Run 1, signal wires by layer:
(8 px per µm) Two of the layers only.
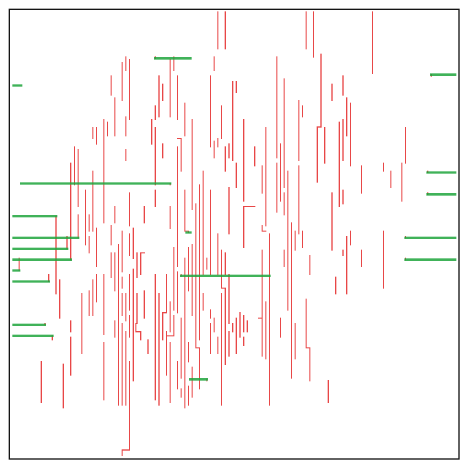
Run 1, nets reached from selected ports:
(4 px per µm)
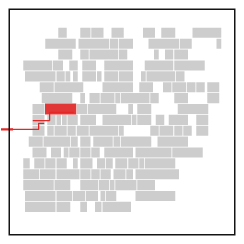
Run 1, placed standard cells:
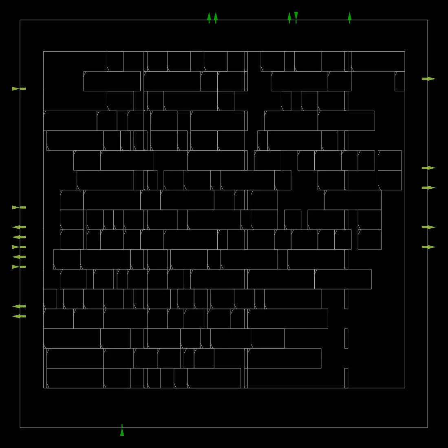
Run 1, cells by drive strength:
(8 px per µm)
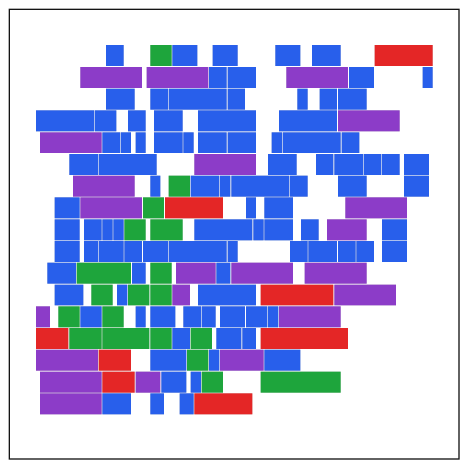
### config.mk
export PLATFORM = sky130hd
export DESIGN_NAME = uart_rx_frame_ctrl
export DESIGN_NICKNAME = d
export VERILOG_FILES = /design/src/rtl/uart_rx_frame_ctrl.sv
export SDC_FILE = /design/constraint.sdc
export NUM_CORES = 1
export LEC_CHECK = 0
export CORE_MARGIN = 3
export CORE_UTILIZATION = 45
export DETAILED_ROUTE_END_ITERATION = 8
export PLACE_DENSITY = 0.76
export SLEW_MARGIN = 15
export SYNTH_ARGS = -nofsm -noshare
export SYNTH_HDL_FRONTEND = slang
export SYNTH_SLANG_ARGS = --single-unit
export TNS_END_PERCENT = 20
### constraint.sdc
create_clock -name pclk -period 1.3 [get_ports pclk]
set_input_delay 0.26 -clock pclk [delete_from_list [all_inputs] [get_ports pclk]]
set_output_delay 0.26 -clock pclk [all_outputs]
set_load 0.005 [all_outputs]
### src/rtl/uart_rx_frame_ctrl.sv
// uart_rx_frame_ctrl: UART receive framing (start detect, LSB-first shift, parity/stop check, one-deep valid/ready holding register, sticky errors)
// pclk/preset: clock and synchronous active-high reset
// rxd_sync/sample_edge: synchronized RX line and bit-centre strobe from the baud sampler
// baud_restart: realigns the baud sampler on a start edge
// rx_data/rx_valid/rx_ready: received word handshake
// framing_err/parity_err/overrun_err/err_clear: sticky error flags and their clear
// busy: a frame is in progress
module uart_rx_frame_ctrl #(
    parameter int DATA_BITS  = 8,
    parameter int PARITY_EN  = 0,
    parameter int PARITY_ODD = 0
) (
    input  logic                 pclk,
    input  logic                 preset,
    input  logic                 rxd_sync,
    input  logic                 sample_edge,
    output logic                 baud_restart,
    output logic [DATA_BITS-1:0] rx_data,
    output logic                 rx_valid,
    input  logic                 rx_ready,
    output logic                 framing_err,
    output logic                 parity_err,
    output logic                 overrun_err,
    input  logic                 err_clear,
    output logic                 busy
);
    typedef enum logic [2:0] {IDLE, START, DATA, PARITY, STOP} state_t;
    state_t               r_state, w_next;
    logic                 r_rxd_prev;
    logic [DATA_BITS-1:0] r_shreg;
    logic [2:0]           r_bit_cnt;
    logic                 r_par_bad;
    logic                 w_fall, w_last, w_done, w_load;
    assign w_fall = r_rxd_prev && !rxd_sync;
    assign w_last = r_bit_cnt == 3'(DATA_BITS - 1);
    assign w_done = r_state == STOP && sample_edge;
    // a completing frame lands in the holding register only if it is empty or being drained this cycle
    assign w_load = w_done && (!rx_valid || rx_ready);
    always_comb begin
        w_next       = r_state;
        baud_restart = 1'b0;
        busy         = r_state != IDLE;
        case (r_state)
            IDLE: begin
                baud_restart = w_fall;
                w_next       = w_fall ? START : IDLE;
            end
            START:   w_next = sample_edge ? (rxd_sync ? IDLE : DATA) : START;
            DATA:    w_next = (sample_edge && w_last) ? ((PARITY_EN != 0) ? PARITY : STOP) : DATA;
            PARITY:  w_next = sample_edge ? STOP : PARITY;
            STOP:    w_next = sample_edge ? IDLE : STOP;
            default: w_next = IDLE;
        endcase
    end
    always_ff @(posedge pclk) begin
        if (preset) begin
            r_state     <= IDLE;
            r_rxd_prev  <= 1'b1;
            r_shreg     <= '0;
            r_bit_cnt   <= '0;
            r_par_bad   <= 1'b0;
            rx_data     <= '0;
            rx_valid    <= 1'b0;
            framing_err <= 1'b0;
            parity_err  <= 1'b0;
            overrun_err <= 1'b0;
        end else begin
            r_state    <= w_next;
            r_rxd_prev <= rxd_sync;
            if (r_state == START && sample_edge && !rxd_sync)
                r_bit_cnt <= '0;
            if (r_state == DATA && sample_edge) begin
                r_shreg   <= {rxd_sync, r_shreg[DATA_BITS-1:1]};
                r_bit_cnt <= r_bit_cnt + 3'd1;
            end
            if (r_state == PARITY && sample_edge)
                r_par_bad <= ^{r_shreg, rxd_sync} ^ 1'(PARITY_ODD);
            if (w_load) begin
                rx_data  <= r_shreg;
                rx_valid <= 1'b1;
            end else if (rx_valid && rx_ready) begin
                rx_valid <= 1'b0;
            end
            framing_err <= err_clear ? 1'b0 : framing_err || (w_done && !rxd_sync);
            parity_err  <= err_clear ? 1'b0 : parity_err || (w_done && r_par_bad && PARITY_EN != 0);
            overrun_err <= err_clear ? 1'b0 : overrun_err || (w_done && rx_valid && !rx_ready);
        end
    end
endmodule

==> out/summary.txt, run 1 <==
Dpl cells: 163
Post-Synth Simple-Gate Area: 25.2%
Hold_buf cts: 0
Final Max Tran Viols: 0
Number of distinct library cells after synthesis: 31
First DRT Iteration DRCs: 16
Area Overhead vs Synth: 41.3%
First-pass GRT wire length: 3670 µm
DR pass1 iterations: 4
Post-DP HPWL: 1440 µm
Synthesis area per yosys: 0.00113 mm²
Initial antenna violation count: 0
Clock buffer depth: 2
Stage-log warning count: 28
Final hold violation count: 0
Syn avg cell area: 10.1 µm²
Fin crit period: 1.65 ns
Highest routed layer: met4
GR met3 Demand/Resource: 2.09%
Detail Route met2 WL: 1010 µm
Async set or reset register ratio after synthesis: 0%
Diode count: 0
Power in the clock group: 0.566 mW
Setup ws final: -0.353 ns
Layout Nets: 154
Post-synth EDFFs: 0
Sw frac: 20.8%
Root Driver: clkbuf_4
Remaining Overflow, GRT: 0
Failing checks: negative setup slack
Met2 Use GR: 22.5%
Final cell count without fillers: 173
DP Area: 0.00142 mm²
Power share of the clock group: 37.4%
R2R Path Start: r_state[2]
Die H: 56.0 µm
Clk cell area share: 3.30%
Drt via density: 5.10
MUX area fraction: 14.2%
Seq/total area: 34.0%
Setup Viol. Count Final: 8
PwrDens: 951 mW/mm²
Mapped Cells: 112
Layout cells sized above 1: 33.8%
Largest fanout on the critical path: 2
Worst R2R End: r_shreg[6]
H-Tree Level Count: 1
Top logic family: simple AND/OR/NAND/NOR gates
Maxcap violations: 0
Net count entering floorplan: 120
Met3 Wirelength: 100 µm
Die Width: 56.0 µm
FMAX: 605 MHz
Dominant cell area share: 46.2%
Post-CTS Setup Bufs: 2
Area of the multi-input gates: 604 µm²
Die area: 0.00314 mm²
WL met1: 1160 µm
Combinational power: 0.141 mW
TritonCTS Sinks: 26
Setup TNS: -0.812 ns
Post-Layout Inst Area: 0.00159 mm²
Run status: finished, violations left
-- 'signal wires by layer' (at the start) --
legend:
  red:
    layer: met2
    wire_length: 1010 µm
  green:
    layer: met3
    wire_length: 101 µm
GRT Util Overall: 14.3%
WL final: 2320 µm
via count: 883

-- 'nets reached from selected ports' (at the start) --
legend:
  red:
    port: rx_valid
    bits: 1
    direction: output
    edge: west
    end_cells: 1
    wire: 21.7 µm
Ports: 20
port buffer count: 18

-- 'placed standard cells' (at the start) --
n_taps: 28
flip-flops: 26
# fillers: 166
Site Rows: 17
core area: 0.00230 mm²

-- 'cells by drive strength' (at the start) --
legend:
  blue:
    size: drive 1 or less
    cells: 96
    share: 66%
  green:
    size: drive 3 to 4
    cells: 19
    share: 13%
  purple:
    size: drive 2
    cells: 22
    share: 15%
  red:
    size: drive 6 and up
    cells: 8
    share: 5.5%

run 1: layout by cell type, fill, tap and decap left out, types with 2 or more instances in the layout:
cell             instances
nand2b_1                18
dfxtp_2                 16
mux2i_1                 14
nor2_1                  14
dlygate4sd2_1           11
buf_4                   11
dfxtp_1                 10
clkdlybuf4s50_1          4
a21oi_1                  3
clkbuf_4                 3
buf_6                    3
buf_12                   3
or3b_1                   2
nor3_1                   2
mux2i_2                  2
nand2_1                  2
a32oi_1                  2
run 1: flip-flops by register name, indices dropped and copies added, names as in the netlist:
signal,cells
rx_valid,1
r_shreg,8
rx_data,8
r_rxd_prev,1
framing_err,1
overrun_err,1
r_bit_cnt,3
r_state,3
run 1: critical path, cell delays in order (launching register included):
cell and delay (ns):
dfxtp_2 0.35, or3_4 0.39, nor3b_4 0.18, buf_2 0.14
==> run 1 -> run 2 <==
Settings changed: CORE_UTILIZATION 45 to 50, PLACE_DENSITY 0.76 to 0.79, SLEW_MARGIN 15 to unset.
Clock period 1.3 ns to 1.84 ns, I/O delays scaled along.
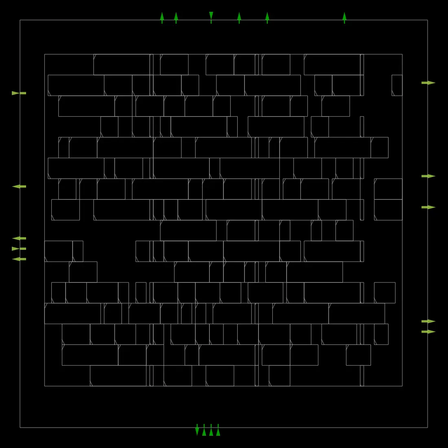
Run 2: placed standard cells
final cell count without fillers: 164
Finished Core Util: 69.9%
Seq/total area: 36.6%

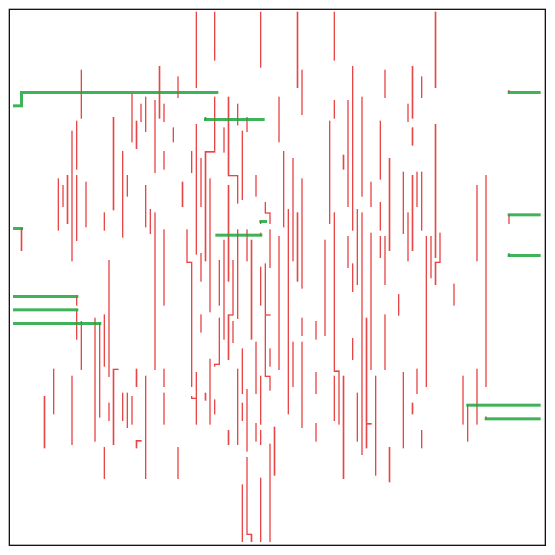
Run 2: signal wires by layer
(10 px per µm) Two of the layers only.
legend:
  green:
    layer: met3
    wire_length: 75.0 µm
  red:
    layer: met2
    wire_length: 994 µm
post-DR wirelength/cell: 12.5 µm
WL final: 2050 µm
GRT Util Overall: 17.4%

==> run 2 against run 1 <==
Compared with the run above:
- routed wire length shrank 12%
- combinational power shrank 45%
- clock-buffer cell count grew 1
- the run now ends clean
- sequential share of layout area grew 2.6 points
- die size shrank 9.0%
- worst hold slack gained 0.055 ns
- setup slack gained 0.46 ns
==> out/summary.txt, run 2 <==
Flip-flops: 26 (unchanged)
R2R Path Start: r_bit_cnt[0] (was r_state[2])
Hold_buf cts: 0 (unchanged)
Via count: 848 (was 883)
Area of the multi-input gates: 564 µm² (was 604 µm²)
Sw frac: 21.4% (was 20.8%)
Drt via density: 5.17 (was 5.10)
Die Width: 53.5 µm (was 56.0 µm)
Area Overhead vs Synth: 26.7% (was 41.3%)
Diode count: 0 (unchanged)
Post-synth EDFFs: 0 (unchanged)
Run status: finished, final reports clean (was finished, violations left)
Power in the clock group: 0.284 mW (was 0.566 mW)
Remaining Overflow, GRT: 0 (unchanged)
Post-CTS Setup Bufs: 0 (was 2)
DR pass1 iterations: 4 (unchanged)
Die area: 0.00286 mm² (was 0.00314 mm²)
Largest fanout on the critical path: 2 (unchanged)
N_taps: 27 (was 28)
Stage-log warning count: 26 (was 28)
First-pass GRT wire length: 3620 µm (was 3670 µm)
Final hold violation count: 0 (unchanged)
FMAX: 576 MHz
Number of distinct library cells after synthesis: 31 (unchanged)
Port buffer count: 18 (unchanged)
Fin crit period: 1.73 ns
Top cells excl fill/tap: dfxtp_1, nand2b_1, mux2i_1, clkdlybuf4s50_1, nor2_1 (was nand2b_1, dfxtp_2, mux2i_1, nor2_1)
Clk cell area share: 2.54% (was 3.30%)
Setup Viol. Count Final: 0 (was 8)
Post-Synth Simple-Gate Area: 25.2% (unchanged)
Synthesis area per yosys: 0.00113 mm² (unchanged)
Layout Nets: 146 (was 154)
Core area: 0.00204 mm² (was 0.00230 mm²)
Setup ws final: 0.105 ns (was -0.353 ns)
Largest registers: r_shreg: 8 flops, rx_data: 8 flops (unchanged)
[run 2: routing by layer]
metal / vias to the layer above / global-route usage (%) / wire length [µm]
li1: 436 / - / -
met1: 396 / 20.5 / 956
met2: 12 / 30.0 / 993
met3: 4 / 3.66 / 74
met4: 0 / 7.66 / 24
met5: - / 0 / 0
[run 2: worst max-delay path, cell delays in order (launching register included)]
cell     delay (ns)
dfxtp_2        0.35
or3_4          0.38
nor3b_2        0.18
buf_2          0.14
[run 2: worst max path at each step]
| stage | to | slack, ns | depth (start not counted) |
|---|---|---|---|
| after global routing | baud_restart | 0.01 | 3 |
| after global placement | baud_restart | -0.05 | 3 |
| after detailed placement | baud_restart | -0.08 | 3 |
| after CTS | baud_restart | 0.08 | 3 |
| final | baud_restart | 0.11 | 3 |
| after floorplan | baud_restart | 0.46 | 3 |
Power is estimated from default activity; no workload was simulated.
